### src/rtl/fadd_normalise_stage_pkg.sv
// Shared constants and result bundle for the half-precision adder
// normalise-and-pack stage.
package fadd_normalise_stage_pkg;

    localparam int EXP_W      = 5;
    localparam int MANT_W     = 11;
    localparam int FRAC_W     = MANT_W - 1;
    localparam int SUM_W      = MANT_W + 1;
    localparam int SH_W       = 4;
    localparam int FLG_W      = 3;
    localparam int FLG_ZERO   = 0;
    localparam int FLG_UF     = 1;
    localparam int FLG_OVF    = 2;
    localparam int MAX_NSHIFT = 10;

    localparam logic [EXP_W-1:0] EXP_INF = 5'd31;

    typedef struct packed {
        logic              sign;
        logic [EXP_W-1:0]  exp;
        logic [FRAC_W-1:0] frac;
        logic [FLG_W-1:0]  flags;
    } norm_res_t;

    // Out-of-range shift counts saturate at the widest legal shift.
    function automatic logic [SH_W-1:0] clamp_shift(
        input logic [EXP_W-1:0] sh
    );
        logic [SH_W-1:0] r;
        if (sh > EXP_W'(MAX_NSHIFT))
            r = SH_W'(MAX_NSHIFT);
        else
            r = sh[SH_W-1:0];
        return r;
    endfunction

endpackage

### src/rtl/fadd_normalise_stage_norm_barrel_shift.sv
// Combinational significand shifter: left by 0..10, or right by one
// when the sum carried out.
module norm_barrel_shift
    import fadd_normalise_stage_pkg::*;
(
    input  logic [SUM_W-1:0]  sum,
    input  logic [SH_W-1:0]   amount,
    input  logic              right,
    output logic [MANT_W-1:0] result
);

    always_comb begin
        if (right)
            result = sum[SUM_W-1:1];
        else
            result = sum[MANT_W-1:0] << amount;
    end

endmodule

### src/rtl/fadd_normalise_stage.sv
// Normalise-and-pack stage with two-entry valid/ready pipeline.
// Subnormal output is enabled by defining FADD_NORM_DENORMAL_EN.
module fadd_normalise_stage
    import fadd_normalise_stage_pkg::*;
(
    input  logic              clk,
    input  logic              rst,
    input  logic              in_valid,
    output logic              in_ready,
    input  logic              in_sign,
    input  logic [EXP_W-1:0]  in_exp,
    input  logic [SUM_W-1:0]  in_mant,
    input  logic [EXP_W-1:0]  in_normshift,
    output logic              out_valid,
    input  logic              out_ready,
    output logic              out_sign,
    output logic [EXP_W-1:0]  out_exp,
    output logic [FRAC_W-1:0] out_frac,
    output logic [FLG_W-1:0]  out_flags,
    output logic [FLG_W-1:0]  sticky_flags,
    input  logic              clear_sticky
);

    logic              a_valid;
    norm_res_t         a_res;
    norm_res_t         nxt;
    logic              a_adv;
    logic              out_xfer;
    logic              carry;
    logic              is_inf;
    logic              is_zero;
    logic              is_norm;
    logic [SH_W-1:0]   nsh;
    logic [SH_W-1:0]   sh_amt;
    logic [EXP_W:0]    exp_inc;
    logic [EXP_W:0]    exp_sub;
    logic [MANT_W-1:0] shifted;
    logic              unused_bits;

    assign out_xfer = out_valid & out_ready;
    assign a_adv    = a_valid & (!out_valid | out_ready);
    assign in_ready = !a_valid | a_adv;

    assign nsh     = clamp_shift(in_normshift);
    assign carry   = in_mant[SUM_W-1];
    assign is_inf  = (in_exp == EXP_INF);
    assign is_zero = (in_mant == '0);
    assign is_norm = ({1'b0, in_exp} > {2'b0, nsh});
    assign exp_inc = {1'b0, in_exp} + 6'd1;
    assign exp_sub = {1'b0, in_exp} - {2'b0, nsh};

`ifdef FADD_NORM_DENORMAL_EN
    // Underflow only reaches here with in_exp <= 10, so the cast is safe.
    assign sh_amt = is_norm ? nsh :
                    (in_exp == '0) ? '0 :
                    SH_W'(in_exp - 5'd1);
`else
    assign sh_amt = nsh;
`endif

    norm_barrel_shift u_shift (
        .sum    (in_mant),
        .amount (sh_amt),
        .right  (carry),
        .result (shifted)
    );

    assign unused_bits = ^{shifted[MANT_W-1], exp_sub[EXP_W]};

    always_comb begin
        nxt      = '0;
        nxt.sign = in_sign;
        priority case (1'b1)
            carry: begin
                if (exp_inc >= {1'b0, EXP_INF}) begin
                    nxt.exp            = EXP_INF;
                    nxt.flags[FLG_OVF] = 1'b1;
                end else begin
                    nxt.exp  = exp_inc[EXP_W-1:0];
                    nxt.frac = shifted[FRAC_W-1:0];
                end
            end
            is_inf: begin
                nxt.exp            = EXP_INF;
                nxt.flags[FLG_OVF] = 1'b1;
            end
            is_zero: begin
                nxt.flags[FLG_ZERO] = 1'b1;
            end
            is_norm: begin
                nxt.exp  = exp_sub[EXP_W-1:0];
                nxt.frac = shifted[FRAC_W-1:0];
            end
            default: begin
`ifdef FADD_NORM_DENORMAL_EN
                nxt.frac = shifted[FRAC_W-1:0];
                if (shifted[FRAC_W-1:0] == '0) begin
                    nxt.flags[FLG_UF]   = 1'b1;
                    nxt.flags[FLG_ZERO] = 1'b1;
                end
`else
                nxt.flags[FLG_UF]   = 1'b1;
                nxt.flags[FLG_ZERO] = 1'b1;
`endif
            end
        endcase
    end

    always_ff @(posedge clk) begin
        if (rst) begin
            a_valid <= 1'b0;
            a_res   <= '0;
        end else if (in_valid && in_ready) begin
            a_valid <= 1'b1;
            a_res   <= nxt;
        end else if (a_adv) begin
            a_valid <= 1'b0;
        end
    end

    // Output data only moves when a new item lands, so a stalled
    // result stays stable.
    always_ff @(posedge clk) begin
        if (rst) begin
            out_valid <= 1'b0;
            out_sign  <= 1'b0;
            out_exp   <= '0;
            out_frac  <= '0;
            out_flags <= '0;
        end else if (!out_valid || out_ready) begin
            out_valid <= a_valid;
            if (a_valid)
                {out_sign, out_exp, out_frac, out_flags} <= a_res;
        end
    end

    always_ff @(posedge clk) begin
        if (rst)
            sticky_flags <= '0;
        else if (clear_sticky)
            sticky_flags <= '0;
        else if (out_xfer)
            sticky_flags <= sticky_flags | out_flags;
    end

endmodule

### config.mk
export PLATFORM = sky130hd
export DESIGN_NAME = fadd_normalise_stage
export DESIGN_NICKNAME = d
export VERILOG_FILES = /design/src/rtl/fadd_normalise_stage_pkg.sv /design/src/rtl/fadd_normalise_stage_norm_barrel_shift.sv /design/src/rtl/fadd_normalise_stage.sv
export SDC_FILE = /design/constraint.sdc
export NUM_CORES = 1
export LEC_CHECK = 0
export CAP_MARGIN = 5
export CORE_MARGIN = 10
export CORE_UTILIZATION = 25
export DETAILED_ROUTE_END_ITERATION = 16
export MAX_ROUTING_LAYER = met4
export PLACE_DENSITY = 0.57
export SLEW_MARGIN = 15
export SYNTH_ARGS = -nofsm -noshare
export SYNTH_HDL_FRONTEND = slang
export SYNTH_SLANG_ARGS = --single-unit
### constraint.sdc
create_clock -name clk -period 6.2 [get_ports clk]
set_clock_uncertainty 0.15 [all_clocks]
set_input_delay 1.86 -clock clk [delete_from_list [all_inputs] [get_ports clk]]
set_output_delay 1.86 -clock clk [all_outputs]
set_load 0.005 [all_outputs]
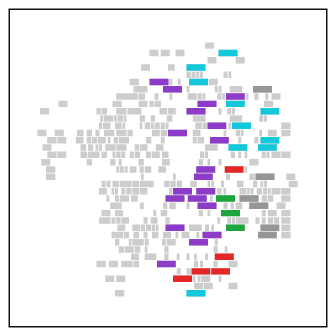
**Above:** run 1 (where the registers sit).
Other sequential cells in the stronger grey, the rest of the logic in the fainter grey.
[out_exp] red | flops: 5
[out_frac] cyan | flops: 10
[out_flags] green | flops: 3
[a_res] purple | flops: 19
not coloured: 6

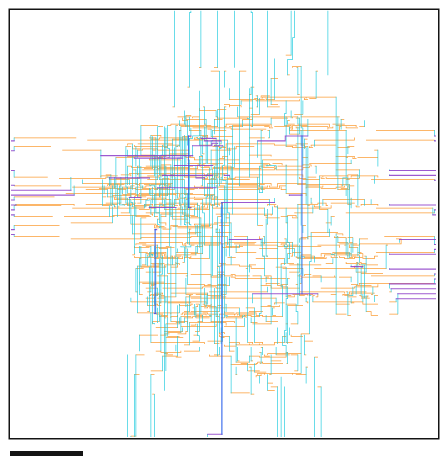
**Above:** run 1 (wiring by layer).
Bar = 20 µm.
[metal 4] blue | wire length: 150 µm
[metal 2] cyan | wire length: 3110 µm
[metal 3] purple | wire length: 354 µm
[metal 1] orange | wire length: 3440 µm

==> impl_metrics.toml, run 1 <==
# implementation run metrics
[sta]
hold_viol = 0
tightest_slew_ns = 0.859
max_freq_mhz = 192
fin_setup_tns_ns = 0
relSlewSlack_pct = 42.5
setup_viol = 0
fin_crit_ns = 5.22
drv_slew = 0
worst_hold_slack_ns = 0.306
finalCritPeriodShare_pct = 84.1

[critical_path]
crit_path_end_kind = "primary output"
cpMostUsedCell = "clkdlybuf4s50_1"
crit_type = "in -> out"
slowest_stage = "clkdlybuf4s50_1"
crit_path_max_incr_delay_ns = 0.47
critPathRequiredTime_ns = 4.19
worstPathCellList = "clkdlybuf4s50_1, nor2b_1, nand2_1, clkdlybuf4s50_1"
cp.arrival_ns = 3.21
start_kind = "input pin"
path_max_fanout = 5

[logic_synthesis]
ys.flop_type = "dfxtp_1"
async_flop_share_pct = 0
avgSynthCellArea_um2 = 7.90
xor_area_share_pct = 1.82
synthTopCellsByArea = "dfxtp_1 (36%), nand2_1 (7.8%), a21oi_1 (6.3%), nor2_1 (3.9%), nor3_1 (3.8%)"
synthSimpleGateAreaFrac_pct = 25.4
yosys_cells = 304
netlist_area_um2 = 2400
netlist.top_cell.by_area = "dfxtp_1"
aoi_share_pct = 22.9
logic_family = "simple AND/OR/NAND/NOR gates"

[power_and_ir_drop]
p_per_area_nw_per_um2 = 196
ir_drop_uv = 71.3

[clock_tree]
clkSinkCount = 43
cts_resized = 0
postCtsSetupRepairBufs = 0
numCtsBuffers = 5
cts_hold_buf = 0
insertion_delay_ns = 0.30
tritoncts = "done"
cts_root_buf = "clkbuf_8"

[die]
die_w_um = 118
ioPinCount = 52
core_area_um2 = 9280
row_count = 35
dieArea_um2 = 13900

[detailed_routing]
vias = 2359
drcViolationCount = 0
dr.first_iter.drc_count = 186
vias_per_cell = 4.92

[run]
tool_warnings = 27

[cells_and_area]
lay_top_count = "clkdlybuf4s50_1"
drive_above_1_share_pct = 7.14
area_delta_synth_final_pct = 30.1
n_antenna_cell = 0
layout_top_cells = "clkdlybuf4s50_1 (51), nand2_1 (50), dfxtp_1 (43)"

[min_path]
hp-class = "reg -> reg"

[global_routing]
overflow = 0
grt_pass1_wl_mm = 11.7
antenna_found_initial = 0
grtUsageTotal_pct = 10.1
grt_pass1_vias = 2327

[placement]
place_congestion = 0.931
numPortBuffers = 51

[outcome]
status = "completed"
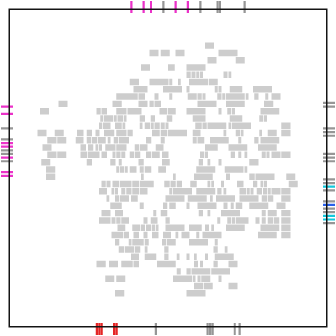
**Above:** run 1 (ports around the boundary).
Pins as bars across the die edge, other pins in grey.
[out_ready] blue | pins: 1 | direction: input | edge: right
[sticky_flags] cyan | pins: 3 | direction: output | edge: right
[in_mant] magenta | pins: 12 | direction: input | edge: 7 left, 5 top
[in_exp] red | pins: 5 | direction: input | edge: bottom

[run 1: worst min-delay path: stages, from the launching register on]
cell and delay (ns):
dfxtp_1 0.32, nand2_1 0.05, a21oi_1 0.05
[run 1: state kept, by name (all words and copies together) (netlist names)]
name          cells
out_valid         1
a_valid           1
out_flags         3
a_res            19
out_frac         10
out_exp           5
sticky_flags      3
out_sign          1
[run 1: cell type report]
class / count / area [µm²]
fill: 1029 / 6160
multi-input combinational: 238 / 1450
sequential: 43 / 861
timing repair buffer: 54 / 533
tap: 129 / 161
clock buffer: 6 / 82.6
inverter: 7 / 26.3
clock inverter: 2 / 16.3
[run 1: final timing paths]
check              start           to  slack [ns]  cells past startpoint
max            out_ready     in_ready        0.98                      4
min          out_frac[1]  out_frac[1]        0.31                      2
max reg2reg    out_valid     a_res[9]        3.89                      6
min reg2reg  out_frac[1]  out_frac[1]        0.31                      2
[run 1: logic make-up (layout without fill, tap and decap cells)]
| family | count (synthesis) | after routing |
|---|---|---|
| buf+inv | 23 | 69 |
| flops | 43 | 43 |
| compound gates | 82 | 82 |
| xor+xnor | 5 | 5 |
| mux | 12 | 12 |
| fa+ha+maj | 8 | 8 |
| simple gates | 131 | 131 |
[run 1: metal layers]
layer | global-route usage [%] | up-vias | share of wire [%]
met5 | - | - | 0
met4 | 4.25 | 0 | 2.1
met3 | 1.82 | 9 | 5.0
met2 | 15.5 | 76 | 44
met1 | 12.9 | 1071 | 49
li1 | - | 1203 | -
[run 1: report_power, final]
part           switching [mW]  total, mW  internal [mW]  leakage [nW]
combinational          0.0714      0.130         0.0583         0.686
sequential            0.00687      0.295          0.288         0.351
clock                  0.0975      0.188         0.0909        0.0474
[run 1: cells in the mapped netlist, types with 2 or more instances]
| master | number |
|---|---|
| a31oi_1 | 9 |
| dfxtp_1 | 43 |
| nand3b_1 | 2 |
| inv_1 | 6 |
| mux2i_1 | 4 |
| nor2b_1 | 5 |
| o32ai_1 | 3 |
| xor2_1 | 2 |
| a221oi_1 | 2 |
| buf_1 | 2 |
| mux2_2 | 6 |
| clkbuf_1 | 11 |
| nor3b_1 | 3 |
| a211oi_1 | 5 |
| a22oi_1 | 5 |
| o21ai_0 | 7 |
| a311oi_1 | 4 |
| buf_2 | 2 |
| nand3_1 | 8 |
| nand4_1 | 3 |
| nand2_1 | 50 |
| nor3_1 | 18 |
| xnor2_1 | 3 |
| nor4_1 | 3 |
| and3_1 | 3 |
| nor2_1 | 25 |
| nand2b_1 | 6 |
| ha_1 | 7 |
| a21oi_1 | 30 |
[run 1: per-stage QoR]
stage / util, % / power [mW] / cells / setup slack (ns)
after floorplan: - / 0.378 / 304 / 2.00
after global placement: 32.6 / 0.429 / 471 / 1.03
after detailed placement: 32.6 / 0.431 / 471 / 0.995
after CTS: 33.7 / 0.620 / 479 / 0.979
after global routing: 33.7 / 0.647 / 479 / 0.840
final: 33.7 / 0.613 / 479 / 0.983
**Run 1: clock wiring as the flow saved it**

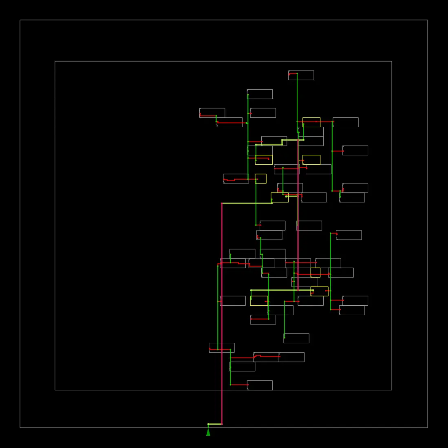

--- run 2 (diff from run 1) ---
--- a/config.mk
+++ b/config.mk
@@ -10,7 +10,7 @@
 export CORE_UTILIZATION = 25
 export DETAILED_ROUTE_END_ITERATION = 16
 export MAX_ROUTING_LAYER = met4
-export PLACE_DENSITY = 0.57
+export PLACE_DENSITY = 0.59
 export SLEW_MARGIN = 15
 export SYNTH_ARGS = -nofsm -noshare
 export SYNTH_HDL_FRONTEND = slang
==> constraint.sdc (replaced) <==
create_clock -name clk -period 4.37 [get_ports clk]
set_clock_uncertainty 0.15 [all_clocks]
set_input_delay 1.311 -clock clk [delete_from_list [all_inputs] [get_ports clk]]
set_output_delay 1.311 -clock clk [all_outputs]
set_load 0.005 [all_outputs]
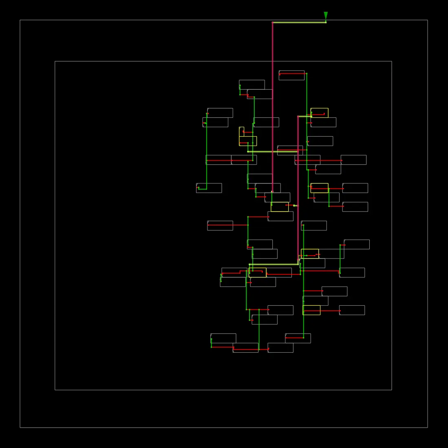
**Above:** run 2 (clock wiring as the flow saved it).
clk pwr: 0.272 mW
# clk buffers: 8
cts bufs inserted: 5

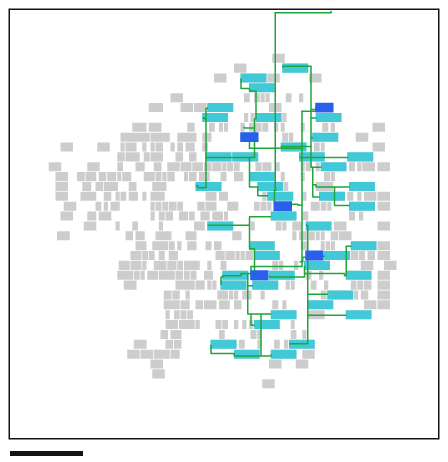
**Above:** run 2 (clock distribution).
Bar = 20 µm.
[flip-flops] cyan | count: 43
[clock wires] green | length: 540 µm
[clock drivers] blue | count: 5
routed clock nets: 6

==> run 2 against run 1 <==
Against the previous run: critical path depth is the same; critical endpoint unchanged; setup slack lost 0.79 ns; highest routed layer unchanged; combinational power grew 46%.
==> impl_metrics.toml, run 2 <==
# implementation run metrics
[clock_tree]
cts_resized = 0
cts_root_buf = "clkbuf_8"
cts_hold_buf = 0
clkSinkCount = 43
tritoncts = "done"

[critical_path]
worstReg2RegStart = "out_valid"
ff2ff_path_depth = 7
crit_type = "in -> out"
cp.arrival_ns = 2.72
start_kind = "input pin"
crit_path_end_kind = "primary output"
critPathLaunch = "out_ready"

[die]
die_w_um = 118
ioPinCount = 52
dieArea_um2 = 13900
core_area_um2 = 9280
row_count = 35

[min_path]
hp-class = "reg -> reg"
worstHoldPathCells = 2
min_from = "out_frac[1]"

[cells_and_area]
area_delta_synth_final_pct = 32.9
drive_above_1_share_pct = 9.22
regMostFlops = "a_res"
layout_top_cells = "clkdlybuf4s50_1 (51), nand2_1 (50), dfxtp_1 (43)"
top_regs = "a_res: 19 flops, out_frac: 10 flops, out_exp: 5 flops"
lay_top_count = "clkdlybuf4s50_1"

[global_routing]
grt_pass1_vias = 2293
grt_pass1_wl_mm = 11.8
overflow = 0

[sta]
tightest_slew_ns = 0.852
hold_viol = 0
setup_viol = 0
finalCritPeriodShare_pct = 95.6
fin_crit_ns = 4.18
max_freq_mhz = 239
fin_setup_tns_ns = 0

[placement]
numPortBuffers = 51

[power_and_ir_drop]
p_per_area_nw_per_um2 = 276
ir_drop_uv = 99.8

[logic_synthesis]
most_common_cell = "nand2_1"
yosys_cells = 304
avgSynthCellArea_um2 = 7.90
async_flop_share_pct = 0
netlist_area_um2 = 2400
ys.flop_type = "dfxtp_1"

[outcome]
status = "completed"

[detailed_routing]
drcViolationCount = 0
dr.first_iter.drc_count = 208
vias = 2429
[run 2: cell counts after synthesis]
No cell type changed its count.
[run 2: metal layers]
metal	track usage (%)	part of all wire, %	vias to the layer above
met5	-	0	-
met4	4.02	1.8	0
met3	1.63	4.4	10
met2	15.0	45	79
met1	13.8	49	1127
li1	-	-	1213
[run 2: power by group]
group	switching (mW)	total [mW]	leakage [nW]	internal, mW
combinational	0.102	0.190	0.725	0.0873
clock	0.128	0.272	0.0515	0.144
sequential	0.00980	0.419	0.351	0.409
[run 2: cells by family (layout without fill, tap and decap cells)]
logic type / after synthesis / in the layout / synth area share [%]
simple gates: 131 / 131 / 25.4
compound gates: 82 / 82 / 22.9
flops: 43 / 43 / 35.8
buf+inv: 23 / 77 / 4.01
mux: 12 / 12 / 6.04
fa+ha+maj: 8 / 8 / 4.06
xor+xnor: 5 / 5 / 1.82
[run 2: cell type report]
cell class              count  area (µm²)
clock buffers               8         100
fillers                  1011        6090
inverters                   7        26.3
multi-input cells         238        1450
flip-flops and latches     43         861
well taps                 129         161
repair buffers             62         593
[run 2: final timing paths]
check	endpoint	slack (ns)
worst min register to register	out_frac[1]	0.31
worst max-delay path	in_ready	0.19
worst max register to register	a_res[12]	2.30
worst min-delay path	out_frac[1]	0.31
[run 2: worst max-delay path, stage by stage]
cell	delay, ns
clkdlybuf4s50_1	0.46
nor2b_1	0.30
nand2_1	0.16
clkdlybuf4s50_1	0.47
[run 2: stage by stage]
step                area [µm²]  instances  setup slack, ns  total power [mW]  hold slack, ns
CTS                       3190        487            0.205             0.889           0.309
detailed placement        3090        479          0.00755             0.615           0.298
global route              3190        487           0.0966             0.929           0.328
floorplan                 2400        304            0.859             0.536           0.277
global placement          3090        479            0.162             0.614           0.291
finish                    3190        487            0.193             0.880           0.306
**Run 2: ports around the boundary**

Pins as bars across the die edge, other pins in grey.
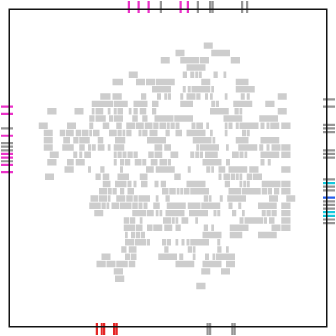

--- run 3 (diff from run 2) ---
--- a/config.mk
+++ b/config.mk
@@ -10,7 +10,7 @@
 export CORE_UTILIZATION = 25
 export DETAILED_ROUTE_END_ITERATION = 16
 export MAX_ROUTING_LAYER = met4
-export PLACE_DENSITY = 0.59
+export PLACE_DENSITY = 0.57
 export SLEW_MARGIN = 15
 export SYNTH_ARGS = -nofsm -noshare
 export SYNTH_HDL_FRONTEND = slang
==> constraint.sdc (replaced) <==
create_clock -name clk -period 3.9 [get_ports clk]
set_clock_uncertainty 0.15 [all_clocks]
set_input_delay 1.17 -clock clk [delete_from_list [all_inputs] [get_ports clk]]
set_output_delay 1.17 -clock clk [all_outputs]
set_load 0.005 [all_outputs]
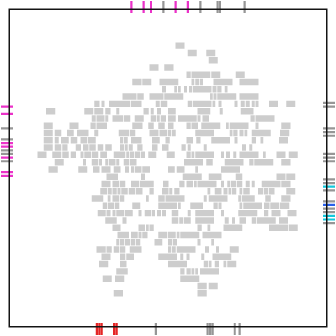
**Above:** run 3 (ports around the boundary).
Pins as bars across the die edge, other pins in grey.
[in_exp] red | pins: 5 | direction: input | edge: bottom
[in_mant] magenta | pins: 12 | direction: input | edge: 7 left, 5 top
[out_ready] blue | pins: 1 | direction: input | edge: right
[sticky_flags] cyan | pins: 3 | direction: output | edge: right

==> run 3 against run 2 <==
Against the previous run: final cell count increased by 3.3%; synthesized cell count did not move; routed wire length is 0.60% lower; register-to-register slack got worse by 0.35 ns; largest power group unchanged; highest routed layer unchanged; area after synthesis unchanged.
==> impl_metrics.toml, run 3 <==
# implementation run metrics
[sta]
setup_slack_ns = 0.163
setup_viol = 0
rsz0062_at_grt = "false"
finalCritPeriodShare_pct = 95.8
tightest_slew_ns = 0.797
fin_crit_ns = 3.74
fin_setup_tns_ns = 0
max_freq_mhz = 268
hold_viol = 0

[outcome]
status = "completed"

[critical_path]
path_max_fanout = 4
cpMostUsedCell = "clkdlybuf4s50_1"
r2r-end = "a_res[12]"
slowest_stage = "clkdlybuf4s50_1"
critPathTopFamily = "buffers and inverters"
worstPathCellList = "clkdlybuf4s50_1, nor2b_1, nand2_1, clkdlybuf4s50_1"
cp.arrival_ns = 2.42
worstReg2RegStart = "out_valid"
crit_path_max_incr_delay_ns = 0.52
crit_path_end_kind = "primary output"
crit_type = "in -> out"
start_kind = "input pin"
ff2ff_path_depth = 7
regToRegSetupSlack_ns = 1.95
cp_num_buf_inv = 2

[placement]
place_inst = 495
numPortBuffers = 51
place_ws_ns = 0.0205
place_congestion = 0.901

[logic_synthesis]
most_common_cell = "nand2_1"
netlist.top_cell.by_area = "dfxtp_1"
netlist_area_um2 = 2400
synthTopCellsByCount = "nand2_1 (50), dfxtp_1 (43), a21oi_1 (30)"
ys.flop_type = "dfxtp_1"
avgSynthCellArea_um2 = 7.90
synth_cell_types = 56
synthTopCellsByArea = "dfxtp_1 (36%), nand2_1 (7.8%), a21oi_1 (6.3%), nor2_1 (3.9%), nor3_1 (3.8%)"
yosys.area.top_type_share_pct = 35.8
yosys_cells = 304
async_flop_share_pct = 0

[clock_tree]
tritoncts = "done"
cts_resized = 0
cts_root_buf = "clkbuf_8"
cts_hold_buf = 0
numCtsBuffers = 5
clkSinkCount = 43

[power_and_ir_drop]
ir_drop_uv = 129
p_per_area_nw_per_um2 = 294
p_leak_nw = 1.20

[detailed_routing]
drcViolationCount = 0
dr.first_iter.drc_count = 186
vias = 2419
wl_per_cell_um = 14.2

[cells_and_area]
regMostFlops = "a_res"
layout_top_cells = "clkdlybuf4s50_1 (51), nand2_1 (50), dfxtp_1 (43)"
largest_register_ffs = 19
area_delta_synth_final_pct = 37.0
fin_nets = 408
instances_no_fill = 503
drive_above_1_share_pct = 12.8
top_regs = "a_res: 19 flops, out_frac: 10 flops, out_exp: 5 flops"
n_antenna_cell = 0
lay_top_count = "clkdlybuf4s50_1"

[global_routing]
use_met1_pct = 13.5
grt_pass1_vias = 2347
met2_usage_pct = 15.4
grt-busiest-layer = "met2"
overflow = 0
grt_pass1_wl_mm = 11.9
grt_use_met3_pct = 2.30

[run]
max_cap_violations = 0

[min_path]
hp-class = "reg -> reg"
min_from = "out_exp[0]"
hold_end = "out_exp[0]"
worstHoldPathCells = 2

[die]
core_area_um2 = 9280
ioPinCount = 52
dieArea_um2 = 13900
row_count = 35
die_w_um = 118
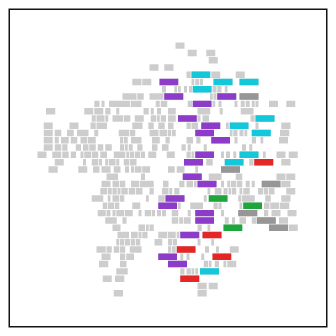
**Above:** run 3 (where the registers sit).
Other sequential cells in the stronger grey, the rest of the logic in the fainter grey.
Storage cell area: 861 µm²
Util after Layout: 35.5%
flop share of the area: 26.1%
sequential power: 0.469 mW

run 3: cell counts after synthesis:
Identical to the previous run, type by type.
run 3: cells by family after synthesis:
family / synth area share [%]
simple gates: 25.4
flops: 35.8
compound gates: 22.9
mux: 6.04
xor+xnor: 1.82
buf+inv: 4.01
fa+ha+maj: 4.06
run 3: report_power, final:
group	internal [mW]	leakage (nW)	switching [mW]
combinational	0.110	0.803	0.117
sequential	0.458	0.351	0.0108
clock	0.125	0.0412	0.149
total	0.693	1.20	0.276
run 3: how the worst max path moves through the flow:
stage               cells past startpoint         to  slack, ns            start
floorplan                              10   a_res[3]       0.53  in_normshift[4]
global placement                       11  a_res[15]       0.08  in_normshift[2]
detailed placement                     11   a_res[8]       0.02  in_normshift[4]
CTS                                     4   in_ready       0.15        out_ready
global route                           12  a_res[17]       0.03  in_normshift[2]
finish                                  4   in_ready       0.16        out_ready
run 3: final cells by class:
type                    instances  area [µm²]
fillers                       996        5990
clock inverters                 2        12.5
inverters                       7        26.3
well taps                     129         161
multi-input cells             238        1450
repair buffers                 78         713
flip-flops and latches         43         861
clock buffers                   6        72.6
run 3: worst register-to-register path, delay by kind of cell, from the launching register on:
family	cells	cell delay, ns
DFF	1	0.35
and+or+nand+nor	4	0.83
AOI/OAI and AO/OA	2	0.29
buffers and inverters	1	0.23
run 3: metrics by stage:
| step | hold slack [ns] | cell area (µm²) | total power [mW] |
|---|---|---|---|
| final | 0.306 | 3290 | 0.969 |
| after global routing | 0.328 | 3290 | 1.02 |
| after CTS | 0.309 | 3290 | 0.976 |
| after detailed placement | 0.297 | 3210 | 0.705 |
| after global placement | 0.294 | 3210 | 0.702 |
| after floorplan | 0.277 | 2400 | 0.600 |
run 3: layer usage:
| metal | up-vias | part of all wire (%) | routed length (µm) |
|---|---|---|---|
| met3 | 4 | 5.8 | 418 |
| met5 | - | 0 | 0 |
| met4 | 0 | 1.2 | 87 |
| met2 | 73 | 44 | 3150 |
| met1 | 1098 | 49 | 3490 |
| li1 | 1244 | - | - |
Power and IR drop assume default switching activity.
